## src/rtl/fifo_axis_reader.sv

```systemverilog
// Drains a registered-output synchronous FIFO into an AXI-Stream master through a 2-entry skid buffer.
// Define AXIS_TLAST_EN to compile in FRAME_LEN-word framing on M_AXIS_TLAST; otherwise TLAST is tied low.
module fifo_axis_reader #(
    parameter int DATA_WIDTH = 16,
    parameter int FRAME_LEN  = 160
) (
    input  logic                  ACLK,
    input  logic                  ARESET,
    output logic                  FIFO_RD_EN,
    input  logic [DATA_WIDTH-1:0] FIFO_RD_DATA,
    input  logic                  FIFO_EMPTY,
    output logic [DATA_WIDTH-1:0] M_AXIS_TDATA,
    output logic                  M_AXIS_TVALID,
    input  logic                  M_AXIS_TREADY,
    output logic                  M_AXIS_TLAST
);

`ifdef AXIS_TLAST_EN
    localparam int EW = DATA_WIDTH + 1;
    localparam int CW = (FRAME_LEN > 1) ? $clog2(FRAME_LEN) : 1;
    localparam logic [CW-1:0] LAST_IDX = CW'(FRAME_LEN - 1);
`else
    localparam int EW = DATA_WIDTH;
`endif

    logic [1:0]    count_q, count_d;
    logic          inflight_q, inflight_d;
    logic [EW-1:0] buf0_q, buf0_d;
    logic [EW-1:0] buf1_q, buf1_d;
    logic          pop_s;
    logic          cap_s;
    logic [2:0]    occ_s;
    logic [EW-1:0] new_entry_s;

    assign M_AXIS_TVALID = (count_q != 2'd0);
    assign M_AXIS_TDATA  = buf0_q[DATA_WIDTH-1:0];

`ifdef AXIS_TLAST_EN
    logic [CW-1:0] frame_cnt_q, frame_cnt_d;
    logic [CW-1:0] cap_idx_s;

    assign M_AXIS_TLAST = buf0_q[DATA_WIDTH];

    // Frame index advances per handshake; a captured word sits count_q slots behind the head.
    always_comb begin
        frame_cnt_d = frame_cnt_q;
        cap_idx_s   = frame_cnt_q;
        if (pop_s) begin
            frame_cnt_d = (frame_cnt_q == LAST_IDX) ? {CW{1'b0}} : frame_cnt_q + CW'(1);
        end else begin
            frame_cnt_d = frame_cnt_q;
        end
        if (count_q != 2'd0) begin
            cap_idx_s = (frame_cnt_q == LAST_IDX) ? {CW{1'b0}} : frame_cnt_q + CW'(1);
        end else begin
            cap_idx_s = frame_cnt_q;
        end
        new_entry_s = {(cap_idx_s == LAST_IDX), FIFO_RD_DATA};
    end

    // Frame counter register.
    always_ff @(posedge ACLK or posedge ARESET) begin
        if (ARESET) begin
            frame_cnt_q <= {CW{1'b0}};
        end else begin
            frame_cnt_q <= frame_cnt_d;
        end
    end
`else
    assign M_AXIS_TLAST = 1'b0;
    assign new_entry_s  = FIFO_RD_DATA;
`endif

    // Read issue: only when the word cannot overflow the buffer once it lands.
    always_comb begin
        pop_s      = M_AXIS_TVALID & M_AXIS_TREADY;
        cap_s      = inflight_q;
        occ_s      = {1'b0, count_q} + {2'b00, inflight_q} - {2'b00, pop_s};
        FIFO_RD_EN = ~FIFO_EMPTY & ~ARESET & (occ_s <= 3'd1);
        inflight_d = FIFO_RD_EN;
    end

    // Buffer update: entry 0 is always the oldest word.
    always_comb begin
        buf0_d  = buf0_q;
        buf1_d  = buf1_q;
        count_d = count_q;
        case ({cap_s, pop_s})
            2'b01: begin
                buf0_d  = buf1_q;
                count_d = count_q - 2'd1;
            end
            2'b10: begin
                if (count_q == 2'd0) begin
                    buf0_d = new_entry_s;
                end else begin
                    buf1_d = new_entry_s;
                end
                count_d = count_q + 2'd1;
            end
            2'b11: begin
                if (count_q == 2'd1) begin
                    buf0_d = new_entry_s;
                end else begin
                    buf0_d = buf1_q;
                    buf1_d = new_entry_s;
                end
            end
            default: begin
                count_d = count_q;
            end
        endcase
    end

    // Buffer, occupancy and in-flight registers; reset drops everything pending.
    always_ff @(posedge ACLK or posedge ARESET) begin
        if (ARESET) begin
            count_q    <= 2'd0;
            inflight_q <= 1'b0;
            buf0_q     <= {EW{1'b0}};
            buf1_q     <= {EW{1'b0}};
        end else begin
            count_q    <= count_d;
            inflight_q <= inflight_d;
            buf0_q     <= buf0_d;
            buf1_q     <= buf1_d;
        end
    end

endmodule

```

## config.mk

```make
export PLATFORM = sky130hd
export DESIGN_NAME = fifo_axis_reader
export DESIGN_NICKNAME = d
export VERILOG_FILES = /design/src/rtl/fifo_axis_reader.sv
export SDC_FILE = /design/constraint.sdc
export NUM_CORES = 1
export LEC_CHECK = 0
export CORE_UTILIZATION = 45
export CTS_BUF_LIST = sky130_fd_sc_hd__clkbuf_4 sky130_fd_sc_hd__clkbuf_8 sky130_fd_sc_hd__clkbuf_16
export DETAILED_ROUTE_END_ITERATION = 10
export PLACE_DENSITY = 0.83
export SLEW_MARGIN = 5
export SYNTH_ARGS = -nofsm -noshare
export SYNTH_HDL_FRONTEND = slang
export SYNTH_SLANG_ARGS = --single-unit
```

## constraint.sdc

```tcl
create_clock -name ACLK -period 3.5 [get_ports ACLK]
set_input_delay 0.7 -clock ACLK [delete_from_list [all_inputs] [get_ports ACLK]]
set_output_delay 0.7 -clock ACLK [all_outputs]
set_load 0.005 [all_outputs]
```

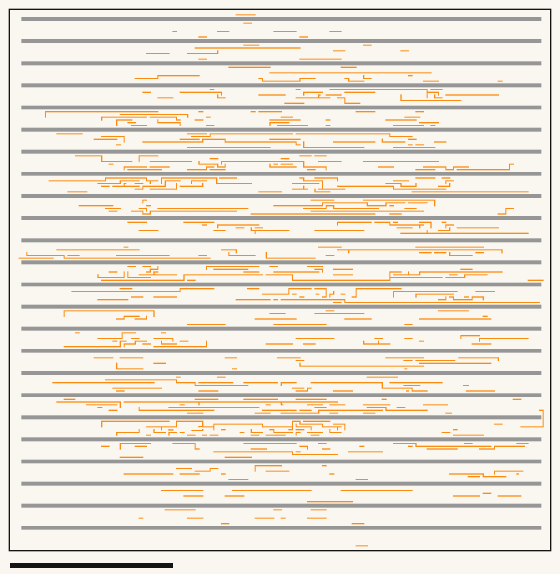
Fig. 1. Met1 routing.
Bar = 20 µm. Supply wires on this layer in grey.
The wires run mostly horizontal. 202 nets have wire on it. The longest straight run is 26.2 µm. The layer holds 44% of the routed length.
Post-Route WL: 3840 µm
global routing usage on met1: 22.5%
detailed-route via count: 1452

==> flow_metrics.tcl <==
# metrics dict for downstream scripts
set metrics [dict create \
    topCellsByArea "dfrtp_1 (47%), mux2_2 (10%), mux2i_1 (8.6%)" \
    flops_out_of_synthesis 35 \
    critical_path_fanout_max 2 \
    slew-limit-headroom_pct 63.5 \
    r2r_startpoint "count_q[0]" \
    antenna_left 0 \
    grt_start_max_net_pins 36 \
    whs_endpoint "buf1_q[6]" \
    cts_buffers 5 \
    clock_tree_from_tritoncts "built" \
    yosysWarnings 0 \
    rows 23 \
    drt_drc_violations_left 0 \
    die_w_um 66.4 \
    synth_area_mm2 0.00187 \
    detailedPlace.worstSlack_ns -0.439 \
    violation_tally_from_detailed_route_iteration_zero 87 \
    cts_htree_levels 2 \
    result_of_the_run "finished clean" \
    critical_path_class "in -> out" \
    netlist_top_cells_count "dfrtp_1 (35), mux2_2 (17), nor2_1 (17)" \
    place_congestion 0.733 \
    globalRouteOverflowTotal 0 \
    critPathRequiredTime_ns 2.80 \
    firstDrtPassIters 4 \
    fp.dieArea_mm2 0.00441 \
    post-dp-hpwl_um 2520 \
    power_density_mw_per_mm2 939 \
    cpPeakStageDelay_ns 0.50 \
    post-layout-total-power_mw 2.31 \
    worst_hold_path_type "reg -> reg" \
    yosysCellCount 169 \
    crit-reg2reg-capture "cap_s" \
    period_used_pct 95.7 \
    placeableCoreArea_mm2 0.00400 \
    cellInternalPower_mw 1.53 \
    power.share.combinational_pct 50.9 \
    most_common_cell "dfrtp_1" \
    number_of_cells_on_the_worst_reg_to_reg_path 13 \
    rsz_0062_raised_after_global_routing "false" \
    finalSetupViolations 0 \
    switchingPower_mw 0.783 \
    worst_hold_margin_ns 0.534 \
    clock_path_buffers 2 \
    leakagePower_nw 1.05 \
    cts_hold_buf 0 \
    final-max-slew-violation-count 0 \
    fp.dieH_um 66.4 \
    detail_route.vias_per_cell 5.52 \
    buffer_ports.inserted 37 \
    ys_chip_area_mm2 0.00187 \
    cts_sinks 35 \
    rrSetupSlack_ns 1.24 \
    cp_data_arrival_time_ns 2.65 \
    final_period_minus_worst_setup_slack_ns 3.35 \
    synthesis.nets 194 \
    timing.critical_path.from "M_AXIS_TREADY" \
    grt_antenna_before_repair 0 \
    timing.final.ws_setup_ns 0.151 \
    post_synth_num_cell_types 23 \
    global_route_wire_length_before_repair_um 6390 \
    path_common_cell "inv_1" \
]
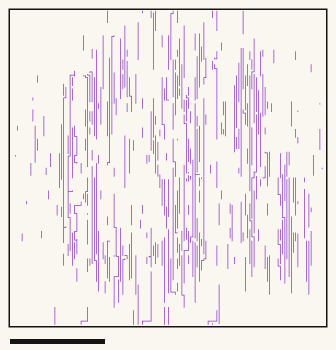
Fig. 2. M2 wires.
Bar = 20 µm.
The layer carries 1950 µm of wire. The wires run mostly vertical. The longest straight run is 32.6 µm. 202 nets have wire on it. The layer holds 51% of the routed length.
met2 GRT Util: 35.1%

layout by cell type, fill, tap and decap left out, types with 2 or more instances in the layout:
cell,synthesis,final
clkdlybuf4s50_1,0,36
dfrtp_1,35,35
mux2_2,17,17
nor2_1,17,17
nand3_1,16,16
mux2i_1,16,16
a2bb2oi_1,16,16
a31oi_1,16,16
buf_4,1,12
inv_1,7,7
clkbuf_8,0,6
ha_1,4,3
xor2_1,2,2
worst max-delay path by stage:
stage | to | slack (ns) | depth (start not counted)
2_1_floorplan | FIFO_RD_EN | 0.53 | 11
3_3_place_gp | FIFO_RD_EN | -0.35 | 10
3_5_place_dp | FIFO_RD_EN | -0.44 | 10
4_1_cts | FIFO_RD_EN | 0.01 | 10
5_1_grt | FIFO_RD_EN | 0.01 | 10
6_report | FIFO_RD_EN | 0.15 | 10
cell type report:
cell class,instances,area [µm²]
clock buffer,6,82.6
clock inverter,2,35.0
fill,354,1540
inverter,7,26.3
multi-input combinational,114,923
sequential,35,876
tap,50,62.6
timing repair buffer,49,455
metrics by stage:
stage | area, µm² | utilization, % | TNS [ns] | std cells
finish | 2460 | 61.5 | 0 | 263
global placement | 2320 | 57.9 | -0.348 | 254
global route | 2460 | 61.5 | 0 | 263
floorplan | 1870 | - | 0 | 169
CTS | 2440 | 61.1 | 0 | 263
detailed placement | 2320 | 57.9 | -0.439 | 254
critical path: cells and delay by family:
kind | cells | cell delay [ns]
XOR/XNOR | 1 | 0.16
AND/OR/NAND/NOR | 2 | 0.34
buffers and inverters | 4 | 0.76
adder cells (fa/ha/maj) | 3 | 0.68
cells by family (layout without fill, tap and decap cells):
family          after synthesis  in the layout  synth area share (%)
other cells                   1              1                 0.201
buf+inv                      20             64                  4.83
fa+ha+maj                     5              5                  3.76
mux                          33             33                  18.8
flops                        35             35                  46.9
compound gates               35             35                  15.0
simple gates                 37             37                  8.99
xor+xnor                      3              3                  1.41
power groups by stage:
| stage | sequential (mW) | combinational, mW | clock [mW] |
|---|---|---|---|
| after floorplan | 0.750 | 0.750 | 0 |
| after global placement | 0.749 | 1.13 | 0 |
| after detailed placement | 0.761 | 1.16 | 0 |
| after CTS | 0.755 | 1.18 | 0.383 |
| after global routing | 0.788 | 1.30 | 0.405 |
| final | 0.756 | 1.18 | 0.378 |
timing repair:
action / 4_1_cts / 5_1_grt
gates cloned: 0 / 0
setup endpoints to repair: 1 / 1
buffers inserted: 1 / 0
resized: 4 / 3
pin swaps: 1 / 1
state kept, by name, indices dropped and copies added (netlist names):
| signal | count |
|---|---|
| count_q | 2 |
| buf1_q | 16 |
| M_AXIS_TDATA | 16 |
| cap_s | 1 |
routing by layer:
| metal | global-route usage (%) | part of all wire (%) | wire length, µm | vias to the layer above |
|---|---|---|---|---|
| met5 | 0 | 0 | 0 | - |
| met4 | 5.59 | 1.2 | 46 | 0 |
| met3 | 6.21 | 4.4 | 169 | 5 |
| met2 | 35.1 | 51 | 1950 | 35 |
| met1 | 22.5 | 44 | 1680 | 713 |
| li1 | - | - | - | 699 |
Power and IR drop assume default switching activity.
